**Run 1: cell placement**

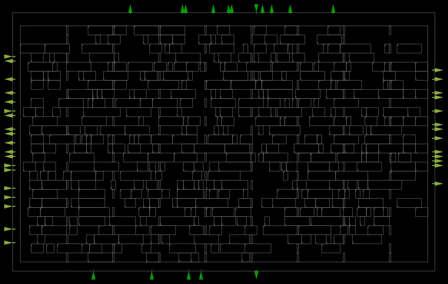
**Run 1: cell density map**

Scale: 4 px per um. 13 x 8 tiles, from dark blue (low) to red (high), 0 to 100% covered.
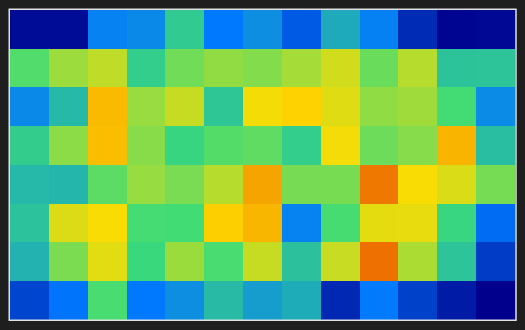
**Run 1: cells by drive strength**

Scale: 4 px per um.
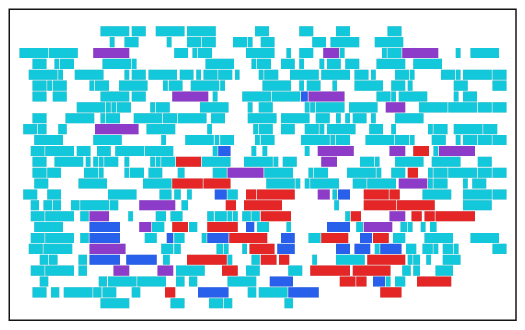
==> config.mk <==
export PLATFORM = sky130hd
export DESIGN_NAME = scan_led_rx
export DESIGN_NICKNAME = d
export VERILOG_FILES = /design/src/rtl/scan_led_rx.sv
export SDC_FILE = /design/constraint.sdc
export NUM_CORES = 1
export LEC_CHECK = 0
export CORE_ASPECT_RATIO = 0.6
export CORE_MARGIN = 2
export CORE_UTILIZATION = 40
export DETAILED_ROUTE_END_ITERATION = 6
export GPL_TIMING_DRIVEN = 0
export SKIP_LAST_GASP = 1
export SYNTH_ARGS = -nofsm -noshare
export SYNTH_HDL_FRONTEND = slang
export SYNTH_SLANG_ARGS = --single-unit
==> constraint.sdc <==
create_clock -name clk -period 2.4 [get_ports clk]
set_input_delay 0.6 -clock clk [delete_from_list [all_inputs] [get_ports clk]]
set_output_delay 0.6 -clock clk [all_outputs]
set_load 0.02 [all_outputs]
==> src/rtl/scan_led_rx.sv <==
// Receiver for a scanned 8-digit LED stream: resynchronizes scan/seg, tracks digit order,
// and publishes complete frames on a0..a7. Optional error counter: SCAN_RX_ERRCNT_EN.
//
//   state   | meaning
//   HUNT    | waiting for digit 0 to start a frame; other legal digits ignored
//   CAPTURE | filling the shadow buffer; exp is the next digit index expected
module scan_led_rx (
  input  logic       clk,
  input  logic       rst_n,
  input  logic [7:0] scan,
  input  logic [3:0] seg,
  output logic [3:0] a0,
  output logic [3:0] a1,
  output logic [3:0] a2,
  output logic [3:0] a3,
  output logic [3:0] a4,
  output logic [3:0] a5,
  output logic [3:0] a6,
  output logic [3:0] a7,
  output logic       frame_valid,
`ifdef SCAN_RX_ERRCNT_EN
  output logic [7:0] err_cnt,
`endif
  output logic       err
);

  typedef enum logic {HUNT, CAPTURE} state_t;

  state_t     state;
  state_t     state_nxt;

  logic [7:0] scan_s1;
  logic [7:0] scan_s2;
  logic [3:0] seg_s1;
  logic [3:0] seg_s2;

  logic [2:0] idx;
  logic       legal;

  logic [2:0] exp;
  logic [2:0] exp_nxt;
  logic [2:0] exp_m1;
  logic       hit_exp;
  logic       hit_held;
  logic       hit_zero;

  logic       wr_en;
  logic       commit;
  logic       err_set;

  logic [3:0] shadow [8];
  logic [3:0] disp   [8];

  // scan and seg travel together so the FSM always sees a coherent pair
  always_ff @(posedge clk) begin
    if (!rst_n) begin
      scan_s1 <= '0;
      scan_s2 <= '0;
      seg_s1  <= '0;
      seg_s2  <= '0;
    end else begin
      scan_s1 <= scan;
      scan_s2 <= scan_s1;
      seg_s1  <= seg;
      seg_s2  <= seg_s1;
    end
  end

  always_comb begin
    idx   = 3'd0;
    legal = 1'b1;
    case (scan_s2)
      8'b1000_0000: idx = 3'd0;
      8'b0100_0000: idx = 3'd1;
      8'b0010_0000: idx = 3'd2;
      8'b0001_0000: idx = 3'd3;
      8'b0000_1000: idx = 3'd4;
      8'b0000_0100: idx = 3'd5;
      8'b0000_0010: idx = 3'd6;
      8'b0000_0001: idx = 3'd7;
      default:      legal = 1'b0;
    endcase
  end

  assign exp_m1   = exp - 3'd1;
  assign hit_exp  = legal && (idx == exp);
  assign hit_held = legal && (idx == exp_m1);
  assign hit_zero = legal && (idx == 3'd0);

  always_ff @(posedge clk) begin
    if (!rst_n) begin
      state <= HUNT;
    end else begin
      state <= state_nxt;
    end
  end

  always_comb begin
    state_nxt = state;
    case (state)
      HUNT: begin
        if (hit_zero) state_nxt = CAPTURE;
      end
      CAPTURE: begin
        if (hit_exp) begin
          if (exp == 3'd7) state_nxt = HUNT;
        end else if (hit_held || hit_zero) begin
          state_nxt = CAPTURE;
        end else begin
          state_nxt = HUNT;
        end
      end
      default: state_nxt = HUNT;
    endcase
  end

  // held-digit match is tested before the digit-0 restart so a repeated digit 0 is benign
  always_comb begin
    wr_en   = 1'b0;
    commit  = 1'b0;
    err_set = 1'b0;
    exp_nxt = exp;
    case (state)
      HUNT: begin
        exp_nxt = 3'd0;
        if (hit_zero) begin
          wr_en   = 1'b1;
          exp_nxt = 3'd1;
        end else if (!legal) begin
          err_set = 1'b1;
        end
      end
      CAPTURE: begin
        if (hit_exp) begin
          if (exp == 3'd7) begin
            commit  = 1'b1;
            exp_nxt = 3'd0;
          end else begin
            wr_en   = 1'b1;
            exp_nxt = exp + 3'd1;
          end
        end else if (hit_held) begin
          wr_en = 1'b1;
        end else if (hit_zero) begin
          err_set = 1'b1;
          wr_en   = 1'b1;
          exp_nxt = 3'd1;
        end else begin
          err_set = 1'b1;
          exp_nxt = 3'd0;
        end
      end
      default: exp_nxt = 3'd0;
    endcase
  end

  always_ff @(posedge clk) begin
    if (!rst_n) begin
      exp         <= 3'd0;
      shadow      <= '{default: '0};
      disp        <= '{default: '0};
      frame_valid <= 1'b0;
      err         <= 1'b0;
    end else begin
      exp         <= exp_nxt;
      frame_valid <= commit;
      err         <= err_set;
      if (wr_en) shadow[idx] <= seg_s2;
      // digit 7 comes straight from the synchronizer so the frame lands in one edge
      if (commit) begin
        for (int i = 0; i < 7; i++) disp[i] <= shadow[i];
        disp[7] <= seg_s2;
      end
    end
  end

  assign a0 = disp[0];
  assign a1 = disp[1];
  assign a2 = disp[2];
  assign a3 = disp[3];
  assign a4 = disp[4];
  assign a5 = disp[5];
  assign a6 = disp[6];
  assign a7 = disp[7];

`ifdef SCAN_RX_ERRCNT_EN
  always_ff @(posedge clk) begin
    if (!rst_n) begin
      err_cnt <= 8'd0;
    end else if (err && (err_cnt != 8'hFF)) begin
      err_cnt <= err_cnt + 8'd1;
    end
  end
`endif

endmodule

==> run notes, run 1 <==
The flow ran to the end, and the final reports show no timing, DRC or antenna violations. Counting I/O delays and the setup requirement, the final critical path takes 2.40 ns. Clock edge transition at the registers on the reported setup and hold paths: 0.06 ns. Worst clock skew: 0.00408 ns. The via count normalized by instance count is 5.05, and the remaining antenna violation count after routing is 0. The net total in the final layout is 435.

The all-layer global routing usage was 17.7%. Worst ir drop on vdd: 0.376 mV. Per the cell usage report, the commonest logic cells after layout are sky130_fd_sc_hd__dfxtp_1 (83), sky130_fd_sc_hd__mux2i_1 (60), sky130_fd_sc_hd__clkdlybuf4s50_1 (47), sky130_fd_sc_hd__nor2_1 (45), sky130_fd_sc_hd__nand2_1 (37). The tool warning count for the run is 29. Share of power burned in combinational logic: 8.1%.

First element of the critical path: scan_s2[0]. The tools report the number of antenna violations at the first check in global routing as 0. The longest individual stage delay on the worst path is 0.41 ns.

The logs give 50.2% for the share of the yosys chip area belonging to registers and 0 ns for the final total negative setup slack. Of the total power, the share spent switching nets is 23.1%. The most frequently placed logic cell in the final layout is sky130_fd_sc_hd__dfxtp_1. The dominant cell type by area after synthesis is sky130_fd_sc_hd__dfxtp_1. The overall die size recorded for this design is 9780 um2.

Mean routed wirelength per cell: 15.8 um. The run gives 9 as the number of clock buffers inserted by TritonCTS. According to the timing report, the arrival time at the worst endpoint equals 2.66 ns. The kind of critical path is reg2reg. Yosys cell count: 353. The vertical die dimension was 77.4 um.

Maximum achievable frequency: 0.417 GHz. Hold path startpoint: seg_s1[1]. The hold path depth was 1. The report lists the power per cell area as 661 nW/um2.

The run gives 0 for the final-report hold violation count. The data required time reported for the critical path is 2.67 ns. The worst hold path class is reg2reg. The most used flip-flop cell after synthesis is sky130_fd_sc_hd__dfxtp_1. The worst-path cell with the longest stage delay is sky130_fd_sc_hd__a221oi_4. Counting pins that exceed their max-slew limit in the final report gives 0. With the number of synthesized register bits at 90, the top-level port count is 48.

In this run the critical path is formed by buf_6 > xor2_4 > a221oi_4 > o32ai_4 > buf_6 > o2111ai_4 > o221ai_4 > buf_12 > o2111ai_4 > mux2i_1. At the pin with the least slew margin, the transition time is 0.549 ns. Summing over every cut layer, the via total after detailed routing is 2701.

The worst-skew pair later-pin latency is 0.34 ns. The script extracted a net switching power of 0.000751 W. In the power breakdown, the internal column shows 0.00250 W. STA reports a reg2reg setup slack of 0.003 ns.

The mean area per synthesized cell came out at 10.2 um2. The synthesized design contains 0 enable-type register cells. The run gives 3590 um2 as the netlist area before placement. Synthesis produced a netlist whose cell count is 353. The number of maximum-capacitance violations was 0; the yosys synthesis warning count was 0. The worst setup path is captured at a flop. The largest fanout of any net on the critical path is 8. For the chip area in the Yosys report, the log shows 3590 um2.

The startpoint identified for the worst register-to-register timing path is scan_s2[0]. The capture point of the worst register-to-register path is recorded as shadow[23]. The share of total power dissipated in the clock network is 44.8%.

The ratio of cells with drive above 1 in the final layout came out at 18.9%. The die outline width is 126 um. The number of DRC violations after detailed-routing iteration 0 was 169. The remaining global-route overflow was 0; the number of setup violations in the final report was 0. Counting flops with an async set or reset pin after synthesis yields a share of 0%. STA classifies the critical path startpoint as a flop. For this block, the routed nets add up to 8470 um of wire. Setup repair after global routing could not meet its margin everywhere. The share of synthesized area in the top cell type comes to 50.2%.

Per the gpl log, the routability congestion estimate is 0.812. The number of buffer and inverter instances along the worst setup path is 3. The clock tree synthesis step divided the H-tree into 3 levels. The first-pass GRT wire length is 13500 um. The first detailed-routing pass ran for 4 iterations. The clock passes through at most 2 buffers. Of the total power, registers draw 47.1%.

Total nets after synthesis: 370. The number of global-route vias before repair was 2564.
About 'cell placement':
floorplan row count: 26
proportion of cell area occupied by registers: 36.8%
final std cells w/o fill: 535
Placeable Area: 8620 um2

About 'cell density map':
tiles over 75% full	8.7%
nearly empty tiles	2.9%
mean over tiles	49%
fullest tile	87%
final cell utilization of the core: 57.1%
fp_density: 41.7%

About 'cells by drive strength':
color	size	cells	share
purple	_6 and larger	22	5.2%
red	_3 and _4 cells	36	8.5%
cyan	_0 and _1 cells	343	81%
blue	_2 cells	22	5.2%

==> run 1: cell usage after synthesis (all sizes together), types with 3 or more instances <==
master	number
a21oi	5
a22oi	3
and2	24
buf	9
clkbuf	11
dfxtp	90
ha	3
inv	3
mux2i	61
nand2	37
nand3	5
nor2	48
nor3	4
nor3b	3
nor4	4
o2111ai	3
o21ai	6
xnor2	4
xor2	4
==> run 1: sequential cells by signal, summed over array words and instances (netlist names) <==
register	cells
frame_valid	1
a0	4
scan_s1	8
seg_s2	4
state	1
a4	4
scan_s2	8
err	1
shadow	28
a2	4
a1	4
exp	3
a7	4
a5	4
a6	4
a3	4
seg_s1	4
==> run 1: worst max-delay path by stage <==
stage,to,slack (ns),cells past startpoint
finish,shadow[23],0.003,10
global route,shadow[12],-0.09,10
CTS,shadow[12],-0.02,9
detailed placement,shadow[12],-0.38,8
global placement,shadow[28],-0.34,8
floorplan,shadow[28],0.004,8
==> run 1: per-layer routing <==
metal / vias to the layer above / part of all wire, % / routed length [um] / track usage, %
li1: 1338 / - / - / -
met1: 1277 / 54 / 4580 / 26.3
met2: 73 / 40 / 3410 / 24.6
met3: 13 / 4.5 / 379 / 5.38
met4: 0 / 1.3 / 108 / 5.38
met5: - / 0 / 0 / 0
==> run 1: power groups by stage <==
stage	Combinational, W	Clock [W]	Sequential [W]
2_1_floorplan	0.000128	0	0.00156
3_3_place_gp	0.000193	0	0.00156
3_5_place_dp	0.000195	0	0.00156
4_1_cts	0.000227	0.00150	0.00153
5_1_grt	0.000283	0.00155	0.00154
6_report	0.000262	0.00146	0.00153
==> run 1: layout make-up <==
class	instances	area, um2
Clock buffer	11	253
Clock inverter	5	60.1
Timing Repair Buffer	59	587
Tap cell	112	140
Inverter	4	15.0
Multi-Input combinational cell	239	1960
Buffer	15	97.6
Sequential cell	90	1810
Fill cell	735	3700
==> run 1: metrics by stage <==
stage          setup WS [ns]  std cells  instance area (um2)  hold slack (ns)
6_report             0.00310        535                 4920            0.432
5_1_grt              -0.0880        535                 4920            0.452
4_1_cts              -0.0186        533                 4750            0.435
3_5_place_dp          -0.380        512                 4200            0.419
3_3_place_gp          -0.342        512                 4200            0.414
2_1_floorplan        0.00449        353                 3590            0.412
==> run 1: logic make-up after synthesis <==
| logic type | Yosys count | synth area share (%) |
|---|---|---|
| AND-OR/OR-AND | 33 | 8.29 |
| XOR/XNOR | 8 | 1.95 |
| adder cells (fa/ha/maj) | 3 | 1.05 |
| buffers and inverters | 24 | 3.00 |
| flip-flops | 90 | 50.2 |
| multiplexers | 61 | 17.4 |
| AND/OR/NAND/NOR | 134 | 18.2 |
==> run 1: what timing repair did <==
action                                  4_1_cts  5_1_grt
setup buffers                                 9        2
endpoints found under the setup margin       59       57
gates cloned                                  0        1
gates resized                                32       30
pin swaps                                     6       12
hold buffers                                  0        0
--- run 2 (diff from run 1) ---
CORE_MARGIN = 1   (was 2)
TNS_END_PERCENT = 20   (was default)
==> run 2 against run 1 <==
  * The run now ends with setup timing left
  * Count of clock-buffer cells in the layout unchanged
  * Critical path depth is 1 lower
  * Via count increased by 0.26%
  * Register-to-register slack got worse by 0.03 ns
  * First-iteration DRC count is the same
  * Worst setup slack got worse by 0.032 ns
  * Largest cell class unchanged
  * Utilization is 0.25 points higher
  * Sequential power hardly changed
  * Hold slack hardly changed
  * Combinational power shrank 2%
==> run notes, run 2 <==
The flow ran to the end, but the final reports show violations. The checks that failed: setup timing. For the worst min-delay path, the startpoint reported by OpenROAD is scan_s1[5].

For the worst setup path, the data arrival time is 2.69 ns. The area share of the largest cell type after synthesis works out to 50.2%. For reference, the top cells by count after synthesis are sky130_fd_sc_hd__dfxtp_1 (90), sky130_fd_sc_hd__mux2i_1 (60), sky130_fd_sc_hd__nor2_1 (47). The number of antenna violations at the first check in global routing is 0. The type recorded for the worst min-delay path is reg2reg. The number of maximum-capacitance violations was 0. For the clock tree buffer depth, the log shows 2. For this design the top-level I/O count stands at 48. The layout report lists the combined flip-flop and latch area as 1810 um2. The netlist area before placement came out at 3590 um2.

The number of flops mapped to enable cells by yosys came out at 0. The final worst setup slack is -0.0287 ns, and the endpoint required time on the critical path is 2.66 ns. The run gives 2708 as the via total after detailed routing. shadow holds more flip-flops than any other register. The run gives 19.4% for the all-layer global routing usage. The largest registers in the layout are shadow (28), scan_s1 (8), scan_s2 (8). The warning tally printed by Yosys for this design is 0.

The critical path goes through buf_6 > nor4_4 > nand3_2 > and4_4 > o21a_4 > mux2i_4 > buf_6 > o211ai_4 > mux2i_1. The number of buffer and inverter instances along the worst setup path was 2; the number of synthesized register bits was 90. The register with the most flip-flops in the layout has 28 of them. Power spread over the standard cell area amounts to 661 nW/um2. The worst-skew pair later-pin latency came out at 0.34 ns.

Summing all multi-input logic gate instances after layout gives 1960 um2. The mean area per synthesized cell works out to 10.2 um2. The first global-routing pass estimated 13800 um of wire.

Setup repair after global routing could not meet its margin everywhere. The final total negative setup slack came out at -0.104 ns. The most common logic cell in the final layout is sky130_fd_sc_hd__dfxtp_1. The tools report the maximum achievable frequency as 0.412 GHz.

The final timing report counts setup violations totalling 6. The tools report the chip area in the Yosys report as 3590 um2. The clock edge transition at the registers on the reported setup and hold paths was 0.06 ns. Max fanout on the critical path was recorded as 5.

Counting endpoints that fail hold in the final report gives 0. Sorting the Yosys area breakdown by cell type puts at the top sky130_fd_sc_hd__dfxtp_1.
-- run 2: netlist changes by cell type in the layout (fill, tap and decap cells not counted), sizes merged --
| cell | delta |
|---|---|
| buf | +5 |
| bufinv | +1 |
| clkbuf | +1 |
| clkinv | +2 |
| inv | -2 |
| clkinvlp | -1 |
-- run 2: final cells by class --
type | count | area share [%]
multi-input cells | 239 | 39.6
repair buffers | 64 | 12.5
inverters | 4 | 0.304
well taps | 112 | 2.84
flip-flops and latches | 90 | 36.7
clock buffers | 11 | 4.71
clock inverters | 5 | 1.59
plain buffers | 16 | 1.85
-- run 2: worst max-delay path by stage --
stage / cells after the start / slack [ns] / endpoint / start
floorplan: 8 / 0.004 / shadow[28] / scan_s2[3]
global placement: 8 / -0.39 / shadow[28] / scan_s2[3]
detailed placement: 8 / -0.46 / shadow[13] / scan_s2[3]
CTS: 9 / -0.002 / shadow[13] / scan_s2[7]
global route: 9 / -0.16 / shadow[12] / scan_s2[0]
finish: 9 / -0.03 / shadow[13] / scan_s2[0]
-- run 2: power by group --
group	switching, W	leakage [nW]	internal [W]	total [W]
Clock	0.000565	0.153	0.000911	0.00148
Sequential	0.0000172	0.733	0.00152	0.00153
Combinational	0.000143	1.31	0.000116	0.000258
Total	0.000725	2.19	0.00254	0.00327
-- run 2: cell families (layout without fill, tap and decap cells) --
group                      after synthesis  after routing  synth area share [%]
AOI/OAI and AO/OA                       33             33                  8.29
buffers and inverters                   24            100                  3.00
adders and majority gates                3              3                  1.05
xor gates and xnor gates                 8              8                  1.95
DFF                                     90             90                  50.2
muxes                                   61             61                  17.4
and+or+nand+nor                        134            134                  18.2
-- run 2: metrics by stage --
step	hold WS (ns)	setup WS, ns	cell area [um2]	total power, W
floorplan	0.412	0.00449	3590	0.00169
global placement	0.416	-0.385	4200	0.00175
detailed placement	0.418	-0.463	4200	0.00175
CTS	0.433	-0.00183	4910	0.00329
global route	0.448	-0.158	4940	0.00339
finish	0.432	-0.0287	4940	0.00327
-- run 2: routing by layer --
layer | part of all wire (%) | up-vias | track usage [%]
li1 | - | 1351 | -
met1 | 53 | 1290 | 26.6
met2 | 42 | 58 | 28.9
met3 | 4.3 | 9 | 6.11
met4 | 1.2 | 0 | 7.23
met5 | 0 | - | 0
-- run 2: worst reg2reg max path, delay by kind of cell, from the launching register on --
kind / cells / cell delay [ns]
AND-OR/OR-AND: 2 / 0.53
buffers and inverters: 2 / 0.31
flip-flops: 1 / 0.32
multiplexers: 2 / 0.44
AND/OR/NAND/NOR: 3 / 0.75
-- run 2: timing repair --
item                                    in CTS  in global routing
endpoints found under the setup margin      59                 57
gates cloned                                 0                  1
pin swaps                                   14                  4
gates resized                               53                  5
buffers inserted                            15                  1
**Run 2: cell density map**

Scale: 4 px per um. 12 x 8 tiles, from dark blue (low) to red (high), 0 to 100% covered.
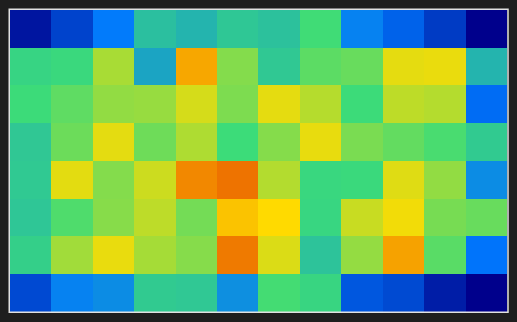
nearly empty tiles	2.1%
densest ninth of the die	center
mean over tiles	51%
fullest tile	87%
final cell utilization of the core: 57.3%

**Run 2: cells by drive strength**

Scale: 4 px per um.
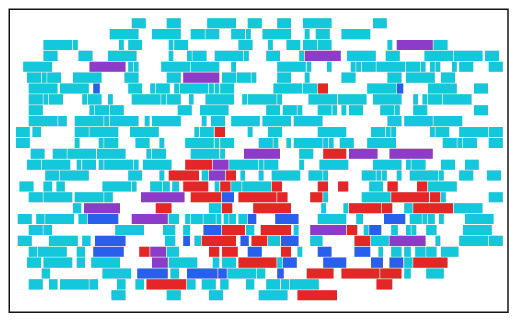
color	size	cells	share
purple	_6 and larger	16	3.7%
blue	_2 cells	25	5.8%
cyan	_0 and _1 cells	345	80%
red	_3 and _4 cells	43	10%
smallest setup slack after layout: -0.0287 ns
cell area after layout: 4940 um2

No activity file was given, so power comes from the tool's default toggle rates.
